### config.mk
export PLATFORM = sky130hd
export DESIGN_NAME = iomem_i2s_tx
export DESIGN_NICKNAME = d
export VERILOG_FILES = /design/src/rtl/iomem_i2s_tx.sv
export SDC_FILE = /design/constraint.sdc
export NUM_CORES = 1
export LEC_CHECK = 0
export CAP_MARGIN = 30
export CORE_ASPECT_RATIO = 1.5
export CORE_UTILIZATION = 55
export CTS_CLUSTER_SIZE = 8
export DETAILED_ROUTE_END_ITERATION = 16
export DONT_BUFFER_PORTS = 1
export PLACE_DENSITY_LB_ADDON = 0.3
export SLEW_MARGIN = 20
export SYNTH_ARGS = -nofsm -noshare
export SYNTH_HDL_FRONTEND = slang
export SYNTH_SLANG_ARGS = --single-unit
### constraint.sdc
create_clock -name clk -period 4.8 [get_ports clk]
set_clock_uncertainty 0.15 [all_clocks]
set_input_delay 0.72 -clock clk [delete_from_list [all_inputs] [get_ports clk]]
set_output_delay 0.72 -clock clk [all_outputs]
set_load 0.02 [all_outputs]
### src/rtl/iomem_i2s_tx.sv
// iomem_i2s_tx: PicoSoC iomem slave feeding an I2S transmitter.
//   Firmware pushes packed stereo samples (L[31:16], R[15:0]) into a FIFO.
//   The serializer drains it as I2S bus master (bclk, lrclk, sdout).
// Ports:
//   clk, reset            system clock, synchronous active-high reset
//   iomem_valid/ready     bus handshake, ready pulses one cycle after a hit
//   iomem_wstrb/addr/wdata  request (wstrb==0 means read)
//   iomem_rdata           read data, valid while iomem_ready=1
//   i2s_bclk/lrclk/sdout  I2S outputs (lrclk 0 = left, MSB first)
//   fifo_level            current FIFO entry count
// Register map (addr[3:2]): 0 DATA(wo push), 1 STATUS(ro), 2 CTRL, 3 reserved.
module iomem_i2s_tx #(
  parameter logic [7:0] ADDR_HI    = 8'h04,
  parameter int         FIFO_DEPTH = 16,
  parameter int         BCLK_DIV   = 4
) (
  input  logic        clk,
  input  logic        reset,
  input  logic        iomem_valid,
  output logic        iomem_ready,
  input  logic [3:0]  iomem_wstrb,
  input  logic [31:0] iomem_addr,
  input  logic [31:0] iomem_wdata,
  output logic [31:0] iomem_rdata,
  output logic        i2s_bclk,
  output logic        i2s_lrclk,
  output logic        i2s_sdout,
  output logic [8:0]  fifo_level
);

  localparam int              AW        = $clog2(FIFO_DEPTH);
  localparam int              DW        = $clog2(BCLK_DIV);
  localparam logic [8:0]      DEPTH_LVL = 9'(FIFO_DEPTH);
  localparam logic [DW-1:0]   DIV_LAST  = DW'(BCLK_DIV - 1);

  logic [31:0]   mem_q [FIFO_DEPTH];
  logic          ready_q, ready_d;
  logic [31:0]   rdata_q, rdata_d;
  logic [AW-1:0] wptr_q, wptr_d, rptr_q, rptr_d;
  logic [8:0]    level_q, level_d;
  logic          en_q, en_d, und_q, und_d, ovf_q, ovf_d;
  logic [DW-1:0] div_q, div_d;
  logic          bclk_q, bclk_d;
  logic [4:0]    p_q, p_d;
  logic [31:0]   sh_q, sh_d;

  logic       hit, wr, rd, full, empty, tick, fall, load, pop, push_req, push;
  logic       und_set, ovf_set, ctrl_wr;
  logic [1:0] sel;
  logic       unused_addr;

  assign unused_addr = ^{iomem_addr[23:4], iomem_addr[1:0]};

  assign hit   = iomem_valid && !ready_q && (iomem_addr[31:24] == ADDR_HI);
  assign wr    = hit && (iomem_wstrb != 4'd0);
  assign rd    = hit && (iomem_wstrb == 4'd0);
  assign sel   = iomem_addr[3:2];
  assign full  = (level_q == DEPTH_LVL);
  assign empty = (level_q == 9'd0);

  // Serializer timing: tick = divider terminal count, fall = bclk 1->0.
  // The frame load happens on the fall that moves p from 0 to 1.
  assign tick     = en_q && (div_q == DIV_LAST);
  assign fall     = tick && bclk_q;
  assign load     = fall && (p_q == 5'd0);
  assign pop      = load && !empty;
  assign und_set  = load && empty;
  assign push_req = wr && (sel == 2'd0);
  // A pop in the same cycle frees a slot, so a push into a full FIFO still lands.
  assign push     = push_req && (!full || pop);
  assign ovf_set  = push_req && full && !pop;
  assign ctrl_wr  = wr && (sel == 2'd2);

  always_comb begin
    ready_d = hit;
    rdata_d = '0;
    if (rd) begin
      case (sel)
        2'd1:    rdata_d = {19'd0, ovf_q, und_q, empty, full, level_q};
        2'd2:    rdata_d = {31'd0, en_q};
        default: rdata_d = '0;
      endcase
    end

    wptr_d = push ? wptr_q + AW'(1) : wptr_q;
    rptr_d = pop  ? rptr_q + AW'(1) : rptr_q;
    case ({push, pop})
      2'b10:   level_d = level_q + 9'd1;
      2'b01:   level_d = level_q - 9'd1;
      default: level_d = level_q;
    endcase

    en_d  = ctrl_wr ? iomem_wdata[0] : en_q;
    // Clear first, set last: a simultaneous set wins.
    und_d = und_q;
    if (ctrl_wr && iomem_wdata[1]) und_d = 1'b0;
    if (und_set)                   und_d = 1'b1;
    ovf_d = ovf_q;
    if (ctrl_wr && iomem_wdata[2]) ovf_d = 1'b0;
    if (ovf_set)                   ovf_d = 1'b1;

    div_d  = div_q;
    bclk_d = bclk_q;
    p_d    = p_q;
    sh_d   = sh_q;
    if (!en_q) begin
      div_d  = '0;
      bclk_d = 1'b0;
      p_d    = '0;
      sh_d   = '0;
    end else if (tick) begin
      div_d  = '0;
      bclk_d = !bclk_q;
      if (bclk_q) begin
        p_d = p_q + 5'd1;
        if (load) sh_d = empty ? 32'd0 : mem_q[rptr_q];
        else      sh_d = {sh_q[30:0], 1'b0};
      end
    end else begin
      div_d = div_q + DW'(1);
    end
  end

  // Storage needs no reset; the pointers and level define validity.
  always_ff @(posedge clk) begin
    if (push) mem_q[wptr_q] <= iomem_wdata;
  end

  always_ff @(posedge clk) begin
    if (reset) begin
      ready_q <= 1'b0;
      rdata_q <= '0;
      wptr_q  <= '0;
      rptr_q  <= '0;
      level_q <= '0;
      en_q    <= 1'b0;
      und_q   <= 1'b0;
      ovf_q   <= 1'b0;
      div_q   <= '0;
      bclk_q  <= 1'b0;
      p_q     <= '0;
      sh_q    <= '0;
    end else begin
      ready_q <= ready_d;
      rdata_q <= rdata_d;
      wptr_q  <= wptr_d;
      rptr_q  <= rptr_d;
      level_q <= level_d;
      en_q    <= en_d;
      und_q   <= und_d;
      ovf_q   <= ovf_d;
      div_q   <= div_d;
      bclk_q  <= bclk_d;
      p_q     <= p_d;
      sh_q    <= sh_d;
    end
  end

  assign iomem_ready = ready_q;
  assign iomem_rdata = rdata_q;
  assign i2s_bclk    = bclk_q;
  assign i2s_lrclk   = p_q[4];
  assign i2s_sdout   = sh_q[31];
  assign fifo_level  = level_q;

endmodule

layers.png
Scale bar: 50 um. Only two layers are drawn.
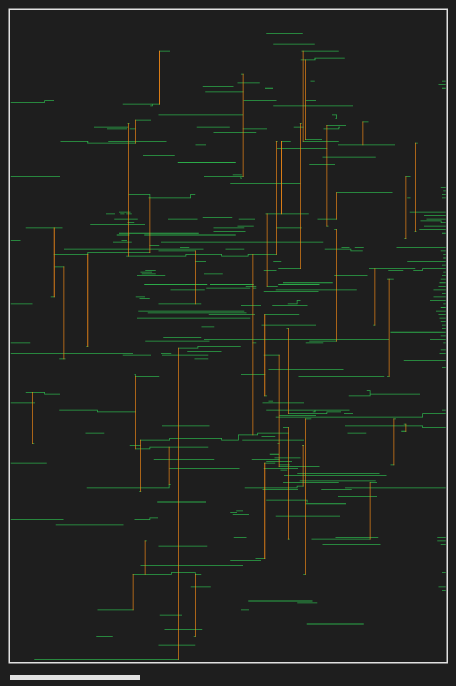
- green: M3 (wire length 3460 um)
- orange: M4 (wire length 1320 um)
total via count after detailed routing: 11200
aggregate global-route resource usage: 0.236
average wire length per cell after detail routing: 27.2 um
Final Routed Wirelength: 47600 um

route_heat.png
17 x 25 tiles, from white (low) to dark blue (high), scaled to the fullest tile. Values are wire area over tile area, all layers added.
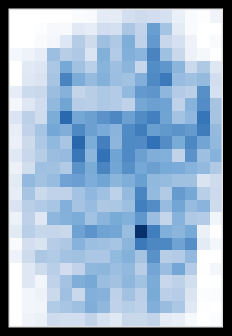
- emptiest ninth of the die: north-west
- mean over tiles: 0.18
- densest ninth of the die: centre
- nearly empty tiles: 7.5%
- tiles over half the peak: 20%

congestion_map.png
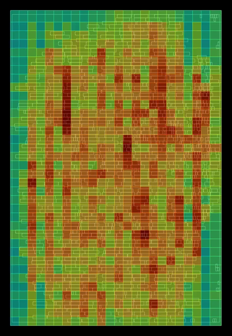
core occupancy in the finished layout: 0.645
global routing met1 resource utilization: 0.292
met2 track utilization from global routing: 0.408
met3 demand-to-capacity share in global routing: 0.0475

closeup.png
Scale bar: 5 um. Window x 116 to 136, y 178 to 198 um. Cells in grey, sequential cells in the stronger grey; small squares are vias.
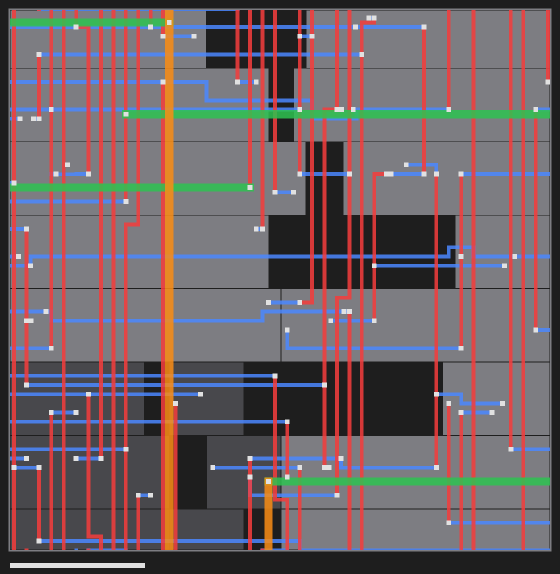
- orange: M4
- red: M2
- green: M3
- blue: M1
- most frequent: edfxtp_1 (11), buf_4 (3)
- sequential cells in the window: 11
- cells with their middle in the window: 17
- netlist names of flops here include: mem_q (11)

m1.png
Scale bar: 50 um.
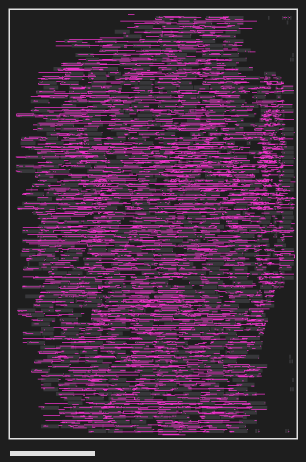
- main direction: horizontal
- longest straight run: 46.9 um

==> flip-flops by register name (all words and copies together), names as in the netlist, named ones only <==
| name | count |
|---|---|
| mem_q | 512 |
| ovf_q | 1 |
| sh_q | 32 |
| fifo_level | 9 |
| iomem_ready | 1 |
| und_q | 1 |
| p_q | 5 |
| div_q | 2 |
| i2s_bclk | 1 |
| en_q | 1 |
| wptr_q | 4 |
| rptr_q | 4 |
| iomem_rdata | 13 |
==> final timing paths <==
check | slack, ns | startpoint | cells past startpoint | to
max reg2reg | 0.75 | p_q[0]$_SDFFE_PP0P_ | 13 | fifo_level[8]$_SDFFE_PP0P_
min | 0.04 | reset | 1 | flip-flop
min reg2reg | 0.28 | div_q[0]$_SDFF_PP0_ | 1 | div_q[0]$_SDFF_PP0_
max | 0.75 | p_q[0]$_SDFFE_PP0P_ | 13 | fifo_level[8]$_SDFFE_PP0P_
==> worst max-delay path: cells and delay by family, from the launching register on <==
family                   cells  cell delay (ns)
XOR/XNOR                     2             0.31
AND/OR/NAND/NOR              6             2.40
AND-OR/OR-AND                2             0.30
flip-flops                   1             0.34
buffers and inverters        1             0.08
adder cells (fa/ha/maj)      2             0.38
==> final cells by class <==
| class | count | area [sq um] |
|---|---|---|
| flip-flops and latches | 590 | 16900 |
| multi-input cells | 455 | 5540 |
| fillers | 2575 | 14400 |
| well taps | 506 | 633 |
| repair buffers | 40 | 455 |
| clock inverters | 3 | 55.1 |
| inverters | 7 | 28.8 |
| clock buffers | 145 | 2400 |
==> report_power, final <==
part	switching (W)	internal [W]	total, W	leakage [nW]
clock network	0.00207	0.00337	0.00543	1.17
logic	0.0000175	0.00000339	0.0000209	1.69
registers	0.0000000938	0.00558	0.00558	5.23
==> flow_summary.html <==
<h3>Run summary</h3>
<table>
<tr><th>Metric</th><th>Value</th></tr>
<tr><th colspan="2">Critical path</th></tr>
<tr><td>Slowest cell on crit path</td><td>sky130_fd_sc_hd__or3_1</td></tr>
<tr><td>Data required time of the critical path</td><td>5.14 ns</td></tr>
<tr><th colspan="2">Final layout</th></tr>
<tr><td>Final Net Count</td><td>1261</td></tr>
<tr><td>Number of non-filler instances in the completed layout</td><td>1746</td></tr>
<tr><td>Area growth from synthesis to layout</td><td>14.9%</td></tr>
<tr><th colspan="2">Run status</th></tr>
<tr><td>Status</td><td>finished clean</td></tr>
<tr><th colspan="2">Yosys</th></tr>
<tr><td>Number of warnings reported in the yosys synthesis log</td><td>0</td></tr>
<tr><td>Mean instance size in the synthesized netlist</td><td>20.3 sq um</td></tr>
<tr><td>Mux contribution to synthesized area</td><td>0.160</td></tr>
<tr><td>Aoi share</td><td>0.0200</td></tr>
<tr><th colspan="2">Timing</th></tr>
<tr><td>Minimum setup slack in the final design</td><td>0.750 ns</td></tr>
<tr><td>Tmin final</td><td>4.05 ns</td></tr>
<tr><td>Fraction of the cycle the final worst path needs</td><td>0.844</td></tr>
<tr><td>Rel. slew slack</td><td>0.344</td></tr>
<tr><th colspan="2">Detailed routing</th></tr>
<tr><td>Number of design rule violations left after detail routing</td><td>0</td></tr>
<tr><th colspan="2">Die</th></tr>
<tr><td>Width of the chip</td><td>168 um</td></tr>
<tr><td>Initial core utilization</td><td>0.561</td></tr>
<tr><td>Cell Rows</td><td>90</td></tr>
<tr><td>Total core area</td><td>0.0404 sq mm</td></tr>
<tr><td>Die height</td><td>251 um</td></tr>
<tr><td>IO Count</td><td>116</td></tr>
<tr><th colspan="2">Clock network</th></tr>
<tr><td>Number of CTS-inserted buffers</td><td>83</td></tr>
<tr><td>Max Buffers Root-to-Sink</td><td>3</td></tr>
<tr><th colspan="2">Global route</th></tr>
<tr><td>Remaining global-route overflow</td><td>0</td></tr>
</table>
Power figures rest on the tool's default switching activity, not on a simulated workload.
